Fig. 1: metal 3
Drawn at 8 px/µm. Cells faint in the background.
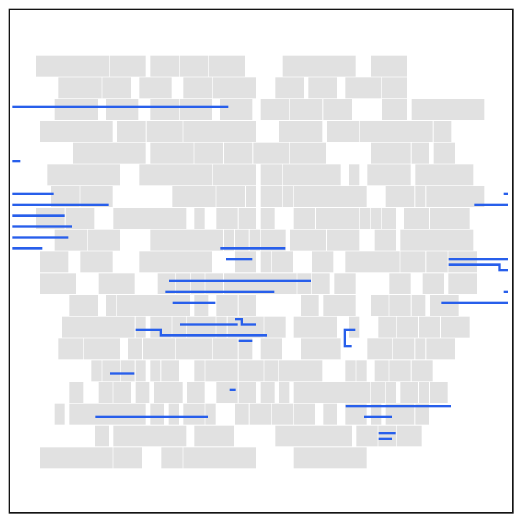
Fig. 2: local utilization
Drawn at 6 px/µm. The die is cut into 6 by 6 equal tiles; dark blue is low, red is high, 0 to 100% covered.
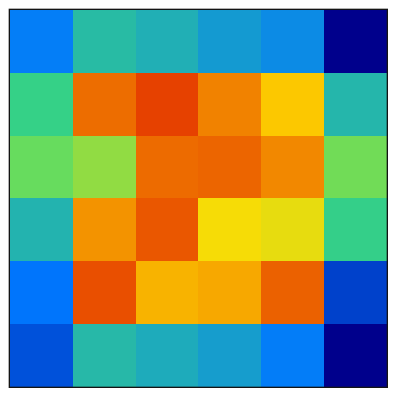
Fig. 3: track usage over the die
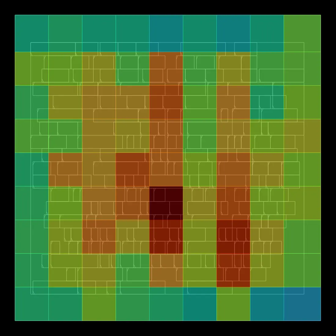
Fig. 4: clock distribution
Drawn at 6 px/µm.
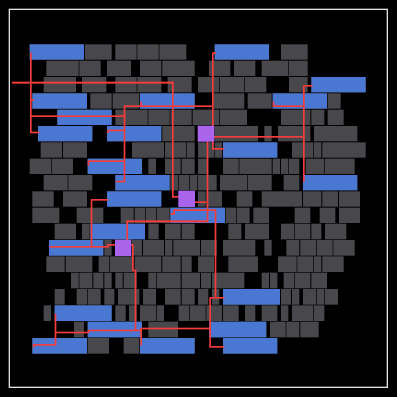
Fig. 5: nets reached from selected ports
Drawn at 4 px/µm.
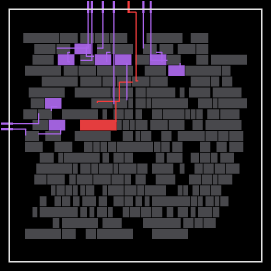
File: src/rtl/pwd_pkg.sv
// Shared definitions for the password stream mux slice.
//   - state_e     : arbitration / lock FSM states
//   - DATA_W_DEFAULT : default byte width of every stream
//   - CH_KEYPAD / CH_STORED : channel identifiers carried on out_sel
package pwd_pkg;

  localparam int unsigned DATA_W_DEFAULT = 8;

  localparam logic CH_KEYPAD = 1'b0;
  localparam logic CH_STORED = 1'b1;

  typedef enum logic [2:0] {
    ST_IDLE,
    ST_LOCK0,
    ST_LOCK1,
    ST_FLUSH0,
    ST_FLUSH1
  } state_e;

endpackage

File: src/rtl/pwd_out_reg.sv
// Single-entry output register with valid/ready handshake.
// Ports:
//   clk, rst_n        : clock, asynchronous active-low reset
//   load_i            : capture data_i/sel_i/last_i/err_i this cycle
//   data_i..err_i     : beat to capture
//   ready_i           : downstream accepts the held beat
//   can_load_o        : register is empty or draining this cycle
//   valid_o..err_o    : held beat
module pwd_out_reg
  import pwd_pkg::*;
#(
  parameter int unsigned DATA_W = DATA_W_DEFAULT
) (
  input  logic              clk,
  input  logic              rst_n,
  input  logic              load_i,
  input  logic [DATA_W-1:0] data_i,
  input  logic              sel_i,
  input  logic              last_i,
  input  logic              err_i,
  input  logic              ready_i,
  output logic              can_load_o,
  output logic              valid_o,
  output logic [DATA_W-1:0] data_o,
  output logic              sel_o,
  output logic              last_o,
  output logic              err_o
);

  logic              valid_q;
  logic [DATA_W-1:0] data_q;
  logic              sel_q;
  logic              last_q;
  logic              err_q;

  // Load and drain may coincide, giving one beat per cycle.
  assign can_load_o = !valid_q || ready_i;

  always_ff @(posedge clk or negedge rst_n) begin
    if (!rst_n) begin
      valid_q <= 1'b0;
      data_q  <= '0;
      sel_q   <= 1'b0;
      last_q  <= 1'b0;
      err_q   <= 1'b0;
    end else if (load_i) begin
      valid_q <= 1'b1;
      data_q  <= data_i;
      sel_q   <= sel_i;
      last_q  <= last_i;
      err_q   <= err_i;
    end else if (ready_i) begin
      valid_q <= 1'b0;
    end
  end

  assign valid_o = valid_q;
  assign data_o  = data_q;
  assign sel_o   = sel_q;
  assign last_o  = last_q;
  assign err_o   = err_q;

endmodule

File: src/rtl/pwd_stream_mux.sv
// Merges keypad (ch0) and stored-password (ch1) byte streams into one
// tagged stream. Packet-locked round-robin grant, one registered output
// stage, and a length guard that truncates packets longer than MAX_LEN.
// Ports:
//   clk, rst_n                 : clock, asynchronous active-low reset
//   inK_valid/data/last/ready  : input channel K handshake (K = 0, 1)
//   out_valid/data/ready       : output handshake
//   out_sel                    : source channel of the beat
//   out_last / out_err         : end of packet / truncated end of packet
module pwd_stream_mux
  import pwd_pkg::*;
#(
  parameter int unsigned DATA_W  = DATA_W_DEFAULT,
  parameter int unsigned MAX_LEN = 16
) (
  input  logic              clk,
  input  logic              rst_n,
  input  logic              in0_valid,
  input  logic [DATA_W-1:0] in0_data,
  input  logic              in0_last,
  output logic              in0_ready,
  input  logic              in1_valid,
  input  logic [DATA_W-1:0] in1_data,
  input  logic              in1_last,
  output logic              in1_ready,
  output logic              out_valid,
  output logic [DATA_W-1:0] out_data,
  output logic              out_sel,
  output logic              out_last,
  output logic              out_err,
  input  logic              out_ready
);

  localparam int unsigned CNT_W = 8;
  localparam logic [CNT_W-1:0] MAX_CNT = CNT_W'(MAX_LEN);

  state_e            state_q, state_d;
  logic [CNT_W-1:0]  cnt_q, cnt_d, cnt_inc;
  logic              last_served_q, last_served_d;

  logic              lock_ch;
  logic              ch_valid;
  logic [DATA_W-1:0] ch_data;
  logic              ch_last;

  logic              can_load;
  logic              load;
  logic [DATA_W-1:0] ld_data;
  logic              ld_sel;
  logic              ld_last;
  logic              ld_err;

  // Locked channel view; only meaningful in LOCK states.
  assign lock_ch  = (state_q == ST_LOCK1);
  assign ch_valid = lock_ch ? in1_valid : in0_valid;
  assign ch_data  = lock_ch ? in1_data  : in0_data;
  assign ch_last  = lock_ch ? in1_last  : in0_last;
  assign cnt_inc  = cnt_q + 1'b1;

  always_ff @(posedge clk or negedge rst_n) begin
    if (!rst_n) begin
      state_q       <= ST_IDLE;
      cnt_q         <= '0;
      last_served_q <= CH_STORED;
    end else begin
      state_q       <= state_d;
      cnt_q         <= cnt_d;
      last_served_q <= last_served_d;
    end
  end

  always_comb begin
    state_d       = state_q;
    cnt_d         = cnt_q;
    last_served_d = last_served_q;
    in0_ready     = 1'b0;
    in1_ready     = 1'b0;
    load          = 1'b0;
    ld_data       = ch_data;
    ld_sel        = lock_ch;
    ld_last       = ch_last;
    ld_err        = 1'b0;

    unique case (state_q)
      ST_IDLE: begin
        if (in0_valid && in1_valid) begin
          state_d = (last_served_q == CH_KEYPAD) ? ST_LOCK1 : ST_LOCK0;
        end else if (in0_valid) begin
          state_d = ST_LOCK0;
        end else if (in1_valid) begin
          state_d = ST_LOCK1;
        end
      end

      ST_LOCK0, ST_LOCK1: begin
        // Ready tracks output space only, never the source's valid.
        if (lock_ch) in1_ready = can_load;
        else         in0_ready = can_load;

        if (ch_valid && can_load) begin
          load  = 1'b1;
          cnt_d = cnt_inc;
          if (ch_last) begin
            cnt_d         = '0;
            last_served_d = lock_ch;
            state_d       = ST_IDLE;
          end else if (cnt_inc == MAX_CNT) begin
            // Runaway packet: close it here and swallow the remainder.
            ld_last       = 1'b1;
            ld_err        = 1'b1;
            cnt_d         = '0;
            last_served_d = lock_ch;
            state_d       = lock_ch ? ST_FLUSH1 : ST_FLUSH0;
          end
        end
      end

      ST_FLUSH0: begin
        in0_ready = 1'b1;
        if (in0_valid && in0_last) state_d = ST_IDLE;
      end

      ST_FLUSH1: begin
        in1_ready = 1'b1;
        if (in1_valid && in1_last) state_d = ST_IDLE;
      end

      default: state_d = ST_IDLE;
    endcase
  end

  pwd_out_reg #(
    .DATA_W(DATA_W)
  ) u_out_reg (
    .clk       (clk),
    .rst_n     (rst_n),
    .load_i    (load),
    .data_i    (ld_data),
    .sel_i     (ld_sel),
    .last_i    (ld_last),
    .err_i     (ld_err),
    .ready_i   (out_ready),
    .can_load_o(can_load),
    .valid_o   (out_valid),
    .data_o    (out_data),
    .sel_o     (out_sel),
    .last_o    (out_last),
    .err_o     (out_err)
  );

endmodule

File: config.mk
export PLATFORM = sky130hd
export DESIGN_NAME = pwd_stream_mux
export DESIGN_NICKNAME = d
export VERILOG_FILES = /design/src/rtl/pwd_pkg.sv /design/src/rtl/pwd_out_reg.sv /design/src/rtl/pwd_stream_mux.sv
export SDC_FILE = /design/constraint.sdc
export NUM_CORES = 1
export LEC_CHECK = 0
export CORE_MARGIN = 3
export CORE_UTILIZATION = 50
export DETAILED_ROUTE_END_ITERATION = 6
export PLACE_DENSITY = 0.82
export SLEW_MARGIN = 15
export SYNTH_ARGS = -nofsm -noshare
export SYNTH_HDL_FRONTEND = slang
export SYNTH_HIERARCHICAL = 1
export SYNTH_SLANG_ARGS = --single-unit
File: constraint.sdc
create_clock -name clk -period 2.35 [get_ports clk]
set_clock_uncertainty 0.2 [all_clocks]
set_input_delay 0.5875 -clock clk [delete_from_list [all_inputs] [get_ports clk]]
set_output_delay 0.5875 -clock clk [all_outputs]
set_load 0.05 [all_outputs]
==> impl_metrics.yaml <==
# synthesis and place-and-route metrics
pwr:
  netSwitchingPower_uw: 1220
  comb_power_uw: 1770
  p_clk_share_pct: 8.3
  power.total_uw: 2690
  top_power_group: "combinational logic"
  seqPwrFrac_pct: 26.0
  pwr.group.clock_uw: 222
  p_seq_uw: 699
  ir_worst_vdd_uv: 784
  combPwrFrac_pct: 65.7
  p_sw_share_pct: 45.3
  power_per_cell_area_nw_per_um2: 1210
  intPower_uw: 1470
  p_leak_uw: 0.00102
final_layout:
  drive_above_1_share_pct: 29.7
  dominant_cells: "combinational gates"
  nets: 235
  fin_area_um2: 2210
  buf_share_pct: 24.4
  final_cell_mix: "clkdlybuf4s50_1, dfrtp_1, buf_4"
  syn_to_final_growth_pct: 37.4
  num-nonclk-buffers: 53
  nMultiInputCombCells: 121
  antennaDiodeCount: 0
  logic_area_um2: 955
  final_common_cell: "clkdlybuf4s50_1"
  flop_area_um2: 604
  seq_cell_count: 24
  nNonClkInverters: 7
  clock_area_share_pct: 1.64
  nClkBuffers: 4
  sh_seq_area_pct: 27.3
  fill_cells: 213
  finalNonFillerCells: 251
setup_path:
  reg2reg_slack_ps: 190
  r2r_start: "cnt_q[1]"
  endpoint: "in1_ready"
  endpoint_kind: "output pin"
  crit_family: "buffers and inverters"
  startpoint_type: "primary input"
  critical_path.reg2reg.endpoint: "u_out_reg/last_o"
  path_buffers: 2
  worstPathMaxFanout: 2
  cp_data_required_time_ps: 1560
  critPathMaxStageDelay_ps: 240
  crit_start: "out_ready"
  crit_slowest_cell: "dlygate4sd2_1"
  path_depth: 6
  worstSetupPathType: "primary input to output pin"
  arrival_ps: 1560
  worstPathCellList: "dlygate4sd2_1 > nand2b_4 > nor2b_4 > mux2i_1 > nor2_2 > buf_12"
  r2r_cells: 7
synthesis:
  ys_seq_share_pct: 37.3
  ys_sh_mux_pct: 18.2
  synth_flops: 24
  yosys.area_share.adder_pct: 1.55
  synth_nets: 184
  simple_gate_area_share_pct: 16.5
  xor_area_share_pct: 1.09
  logic_family: "AND-OR/OR-AND gates"
  edf_count: 0
  ys_cells: 159
  synthCells: 159
  common_cells: "dfrtp_1, nor2_1, mux2_2"
  yosys.area.top_type_share_pct: 35.7
  yosys_warnings: 6
  async_flop_share_pct: 100
  avgSynthCellArea_um2: 10.1
  largest_area_cell: "dfrtp_1"
  topCellsByArea: "dfrtp_1, mux2_4, mux2_2"
  yosys_area_um2: 1610
  most_common_cell: "dfrtp_1"
  yosys.area_share.aoi_pct: 20.5
  yosysUniqueCellTypes: 51
  syn-cell-area_um2: 1610
routing:
  vias_per_cell: 5.80
  via_count: 1456
  dr.pass1.iters: 4
  post-route-drc-count: 0
  top_layer: "met4"
  ant_nets: 0
  wl_per_cell_um: 16.0
  dr_wl_met3_um: 209
  dr_wl_met2_um: 2180
  wirelength_met1_um: 1600
  first_iter_violations: 170
place:
  hpwl_um: 2970
  placed_cell_area_um2: 2130
  post-place-ws_ps: -219
  post-place-cells: 246
  gp_congestion: 0.852
timing:
  timing.final.crit_period_ps: 2350
  min_period_over_period_pct: 100
  setup_violations: 0
  setup_tns_ps: 0
  slew_viol_final: 0
  hold_ws_ps: 316
  finalHoldViolations: 0
  setup_slack_ps: 0.699
  fmax_mhz: 426
  worst_slew_pin_slew_ps: 520
min_path:
  min_from: "last_served_q"
  whs_path_depth: 2
  hold_path_class: "register to register"
  hold_end: "last_served_q"
clock_network:
  ctsRootBufferMaster: "clkbuf_4"
  postCtsSetupBuffers: 1
  cts_sinks: 24
  cts_tree: "done"
  ctsResizeCount: 5
  path_clk_slew_ps: 130
  htreeDepth: 1
  cts_made_buffers: 3
  cts_hold_buf: 0
  insertion_delay_ps: 320
  cts_max_path_buffers: 2
global_routing:
  grt_pass1_vias: 1436
  grt_pass1_wl_um: 6760
  grt_util_met3_pct: 4.68
  antenna_found_initial: 0
  grt_max_degree: 25
run:
  log.warning_count: 27
  cap_violations: 0
floorplanning:
  taps: 42
  design.core.area_um2: 2900
  die_area_um2: 3940
  row_count: 19
  chipWidth_um: 62.8
  die-height_um: 62.8
run_status:
  status: "completed"
-- Fig. 1 (at the start) --
main direction = horizontal
share of all routed wire = 5.2%
longest straight run = 26.7 µm
nets with wire on the layer = 27
wire length on this layer = 210 µm

-- Fig. 2 (at the start) --
nearly empty tiles = 5.6%
tiles over 75% full = 36%
densest ninth of the die = center
fullest tile = 93%
FP Util: 55.6%
utilization after layout: 76.4%

-- Fig. 3 (at the start) --
gr usage total: 21.1%
GR peak layer: met2
GR Util met2: 37.9%
met1 usage: 24.9%

-- Fig. 4 (at the start) --
clock wires -> red  # length 329 µm
cells driving clock nets -> purple  # count 3
flip-flops -> blue  # count 24
routed clock nets = 4

-- Fig. 5 (at the start) --
`in1_data` -> purple  # bits 8, direction input, end cells 8, buffers 8, wire 140 µm
`out_err` -> red  # bits 1, direction output, end cells 1, buffers 1, wire 38.7 µm
IO Port Bufs: 36
I/O pins: 37

Power is estimated from default activity; no workload was simulated.
